Design exec_unit, sky130hd; sources not shown.
Figure 1. Gate families picked out (run 1).
Drawn at 3 px/um.
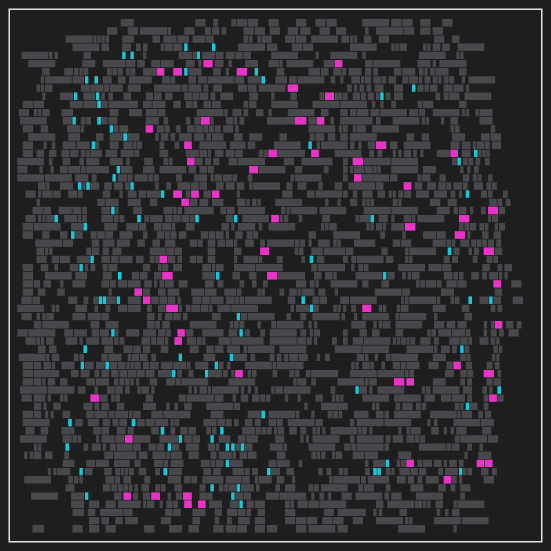
- magenta: non-inverting ao/oa cells (cells 60; most used a21o_1; where spread over the die)
- cyan: inv cells (cells 92; most used inv_1; where spread over the die)
Cell Count, Final, Fillers Out: 2293
Comb area share: 0.550
top logic cell by instance count in the layout: sky130_fd_sc_hd__nand2_1

Figure 2. Met2 routing (run 1).
Drawn at 1.5 px/um. Cells faint in the background.
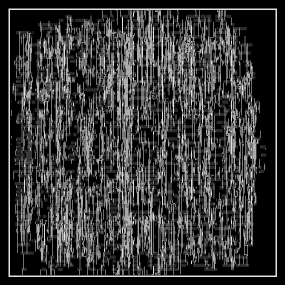
- nets with wire on the layer: 1674
- wire length on this layer: 20.1 mm
- longest straight run: 61.9 um
- share of all routed wire: 44%
- main direction: vertical
post-detailed-routing wire length: 46.1 mm
global routing met2 resource utilization: 0.447
number of vias in the routed layout: 13500

Figure 3. Track usage over the die (run 1).
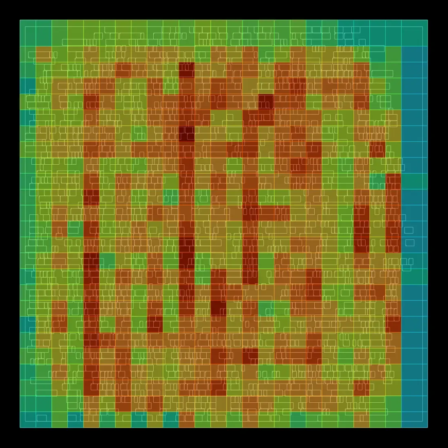
busiest layer in global routing: met2
Routed wire per std cell: 20.1 um
global-route total usage across every layer: 0.296
met1 track utilization from global routing: 0.435
met3 demand-to-capacity share in global routing: 0.0457

==> summary.log, run 1 <==
[synth] register bit count reported by yosys 141
[worst_setup_path] kind of cell with the highest combined delay on the critical path simple AND/OR/NAND/NOR gates
[sta] Tmin final 3.97 ns
[final_layout] count of plain and timing-repair buffers 303
[worst_setup_path] number of cells traversed by the worst register-to-register path 13
[synth] portion of netlist area occupied by mux cells 0.0510
[sta] # setup viols final 0
[synth] proportion of register bits with asynchronous set or reset after synthesis 1.00
[global_routing] initial antenna violation count 0
[cts] H-tree Lvls 4
[power] P_comb 5.89 mW
[route] drc violations 0
[route] ANT nets after route 0
[final_layout] antenna diode instance count 0
[sta] worst rel slew slack 0.302
[cts] CTS tree yes
[die] IO Count 109
[final_layout] share of post-route cells with drive strength above 1 0.173
[power] share of power burned in the clock network 0.158
[synth] Yosys top cell by area sky130_fd_sc_hd__dfrtp_1
[global_routing] maximum number of pins on one net before global-route repair 120
[cts] CTS Root Cell sky130_fd_sc_hd__clkbuf_16
[worst_setup_path] register-to-register setup slack 0.38 ns
[die] area inside the core boundary 0.0296 mm^2
[route] top layer used by detailed routing met4
[die] placement row count 63
[placed_design] RD Place Congestion 0.919
[worst_setup_path] Critical Path Source Type input pin
[outcome] status finished, final reports clean
[final_layout] Multi-Input Combinational 1335
[cts] Post CTS Setup Buffer Count 6
[synth] cells after synthesis 1668
[die] Chip Height 177 um
[power] cell internal power dissipation 5.41 mW
[route] Detail Route met2 WL 20.1 mm
[final_layout] Final clock-cell share 0.0355
[synth] leading cell types by total area after synthesis sky130_fd_sc_hd__dfrtp_1, sky130_fd_sc_hd__ha_1, sky130_fd_sc_hd__nand2_1
==> run 1: through the flow <==
| stage | setup TNS (ns) | util | setup slack [ns] | hold slack (ns) | power (mW) |
|---|---|---|---|---|---|
| final | 0 | 0.566 | 0.139 | 0.138 | 10.2 |
| after global routing | -0.00138 | 0.566 | -0.00135 | 0.244 | 10.9 |
| after CTS | 0 | 0.561 | 0.0321 | 0.214 | 10.1 |
| after detailed placement | -11.64 | 0.536 | -0.830 | 0.363 | 8.41 |
| after global placement | -9.86 | 0.536 | -0.706 | 0.358 | 8.32 |
| after floorplan | 0 | - | 0.0152 | 0.221 | 6.40 |
==> run 1: kinds of logic (layout without fill, tap and decap cells) <==
family,after synthesis,in the layout
xor+xnor,82,82
buf+inv,192,427
fa+ha+maj,132,132
compound gates,546,546
simple gates,512,512
mux,63,63
flops,141,141
==> run 1 -> run 2 <==
Settings changed: CORE_UTILIZATION 44 to 60, REMOVE_ABC_BUFFERS from default to 1, SYNTH_HIERARCHICAL from default to 1.
==> summary.log, run 2 <==
[outcome] status finished, final reports clean [unchanged]
[sta] worst rel slew slack 0.362 [was 0.302]
[global_routing] initial antenna violation count 1 [was 0]
[cts] CTS Root Cell sky130_fd_sc_hd__clkbuf_16 [unchanged]
[final_layout] share of post-route cells with drive strength above 1 0.181 [was 0.173]
[synth] register bit count reported by yosys 141 [unchanged]
[worst_setup_path] highest fanout seen on the critical path 4 [was 3]
[synth] cells after synthesis 1707 [was 1668]
[synth] commonest cells in the synthesized netlist sky130_fd_sc_hd__nand2_1, sky130_fd_sc_hd__a21oi_1, sky130_fd_sc_hd__dfrtp_1 [unchanged]
[sta] final hold slack 0.143 ns [was 0.138 ns]
[sta] post-route setup slack 0.105 ns [was 0.139 ns]
[cts] Post CTS Setup Buffer Count 3 [was 6]
[die] area inside the core boundary 0.0219 mm^2 [was 0.0296 mm^2]
[power] P_comb 5.48 mW [was 5.89 mW]
[sta] # setup viols final 0 [unchanged]
[cts] number of buffers inserted by hold repair at cts 0 [unchanged]
[final_layout] antenna diode instance count 1 [was 0]
[final_layout] Comb area share 0.553 [was 0.550]
[power] static leakage 8.20 nW [was 7.77 nW]
[global_routing] met1 track utilization from global routing 0.558 [was 0.435]
[worst_setup_path] register-to-register setup slack 0.72 ns [was 0.38 ns]
[final_layout] Final clock-cell share 0.0350 [was 0.0355]
[final_layout] core utilization of the finished layout 0.776 [was 0.566]
[min_path] Hold WC Path Type in -> async [unchanged]
[synth] portion of netlist area occupied by mux cells 0.0455 [was 0.0510]
[placed_design] count of port buffers added during placement 108 [unchanged]
[final_layout] NonClk Buf Share 0.165 [was 0.154]
[synth] leading cell types by total area after synthesis sky130_fd_sc_hd__dfrtp_1, sky130_fd_sc_hd__ha_1, sky130_fd_sc_hd__nand2_1 [unchanged]
[synth] proportion of register bits with asynchronous set or reset after synthesis 1.00 [unchanged]
[die] Chip Height 154 um [was 177 um]
[synth] number of enable flip-flop cells 0 [unchanged]
[die] IO Count 109 [unchanged]
[final_layout] Multi-Input Combinational 1371 [was 1335]
[final_layout] top logic cell by instance count in the layout sky130_fd_sc_hd__nand2_1 [unchanged]
[sta] Tmin final 4.00 ns [was 3.97 ns]
[worst_setup_path] Critical Path Source Type input pin [unchanged]
[cts] CTS tree yes [unchanged]
[global_routing] busiest layer in global routing met2 [unchanged]
[die] tap cell count 280 [was 390]
[worst_setup_path] number of cells traversed by the worst register-to-register path 11 [was 13]
[sta] unrepaired setup endpoints after global routing yes
[global_routing] met3 demand-to-capacity share in global routing 0.0631 [was 0.0457]
[power] cell internal power dissipation 5.08 mW [was 5.41 mW]
[cts] Max Root-Sink Buffers 2 [unchanged]
[placed_design] worst setup slack before clock tree synthesis -0.734 ns [was -0.830 ns]
[cts] H-tree Lvls 4 [unchanged]
[route] drc violations 0 [unchanged]
[synth] Yosys top cell by area sky130_fd_sc_hd__dfrtp_1 [unchanged]
[route] ANT nets after route 0 [unchanged]
[route] Routed wire per std cell 20.8 um [was 20.1 um]
[global_routing] maximum number of pins on one net before global-route repair 98 [was 120]
[synth] primary flip-flop cell chosen by synthesis mapping sky130_fd_sc_hd__dfrtp_1 [unchanged]
[sta] setup tns final 0 ns [unchanged]
[power] share of power burned in the clock network 0.166 [was 0.158]
[placed_design] RD Place Congestion 1.05 [was 0.919]
[final_layout] Cell Count, Final, Fillers Out 2248 [was 2293]
[global_routing] global-route total usage across every layer 0.388 [was 0.296]
[worst_setup_path] kind of cell with the highest combined delay on the critical path simple AND/OR/NAND/NOR gates [unchanged]
## run 2: cell count changes after synthesis, moves of 11 or more
cell                       delta
sky130_fd_sc_hd__a221oi_1    -21
sky130_fd_sc_hd__a22oi_1     +13
sky130_fd_sc_hd__a221o_1     +11
sky130_fd_sc_hd__nor3_1      +12
sky130_fd_sc_hd__buf_2       +12
sky130_fd_sc_hd__a211oi_1    -23
sky130_fd_sc_hd__mux2i_1     +29
sky130_fd_sc_hd__o211ai_1    +18
sky130_fd_sc_hd__nand3_1     -13
sky130_fd_sc_hd__nand2_1     +26
sky130_fd_sc_hd__mux2_2      -31
## run 2: routing by layer
layer	vias to the layer above	share of wire
li1	6716	-
met1	6898	0.43
met2	866	0.45
met3	108	0.096
met4	0	0.030
met5	-	0
Figure 4. Sizing map (run 2).
Drawn at 3 px/um.
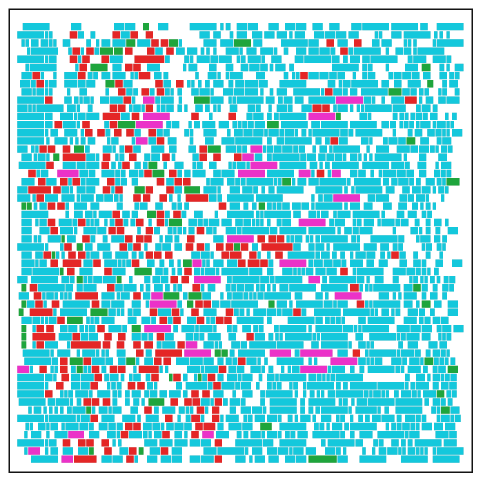
- red: x3 and x4 (cells 250; most used buf_4)
- green: x2 (cells 71; most used a21oi_2)
- cyan: x1 and smaller (cells 1611; most used nand2_1)
- magenta: x6 and larger (cells 35; most used clkbuf_16)
synth-to-layout area growth: 26.2%
count of plain and timing-repair buffers: 339

Figure 5. Met2 routing (run 2).
Drawn at 2 px/um. Cells faint in the background.
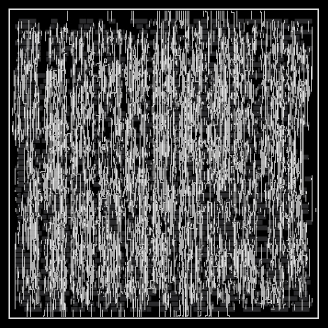
- wire length on this layer: 21.0 mm
- longest straight run: 59.2 um
- main direction: vertical
- nets with wire on the layer: 1782
- share of all routed wire: 45%
number of vias in the routed layout: 14600
global routing met2 resource utilization: 0.595
post-detailed-routing wire length: 46.8 mm

Power figures rest on the tool's default switching activity, not on a simulated workload.
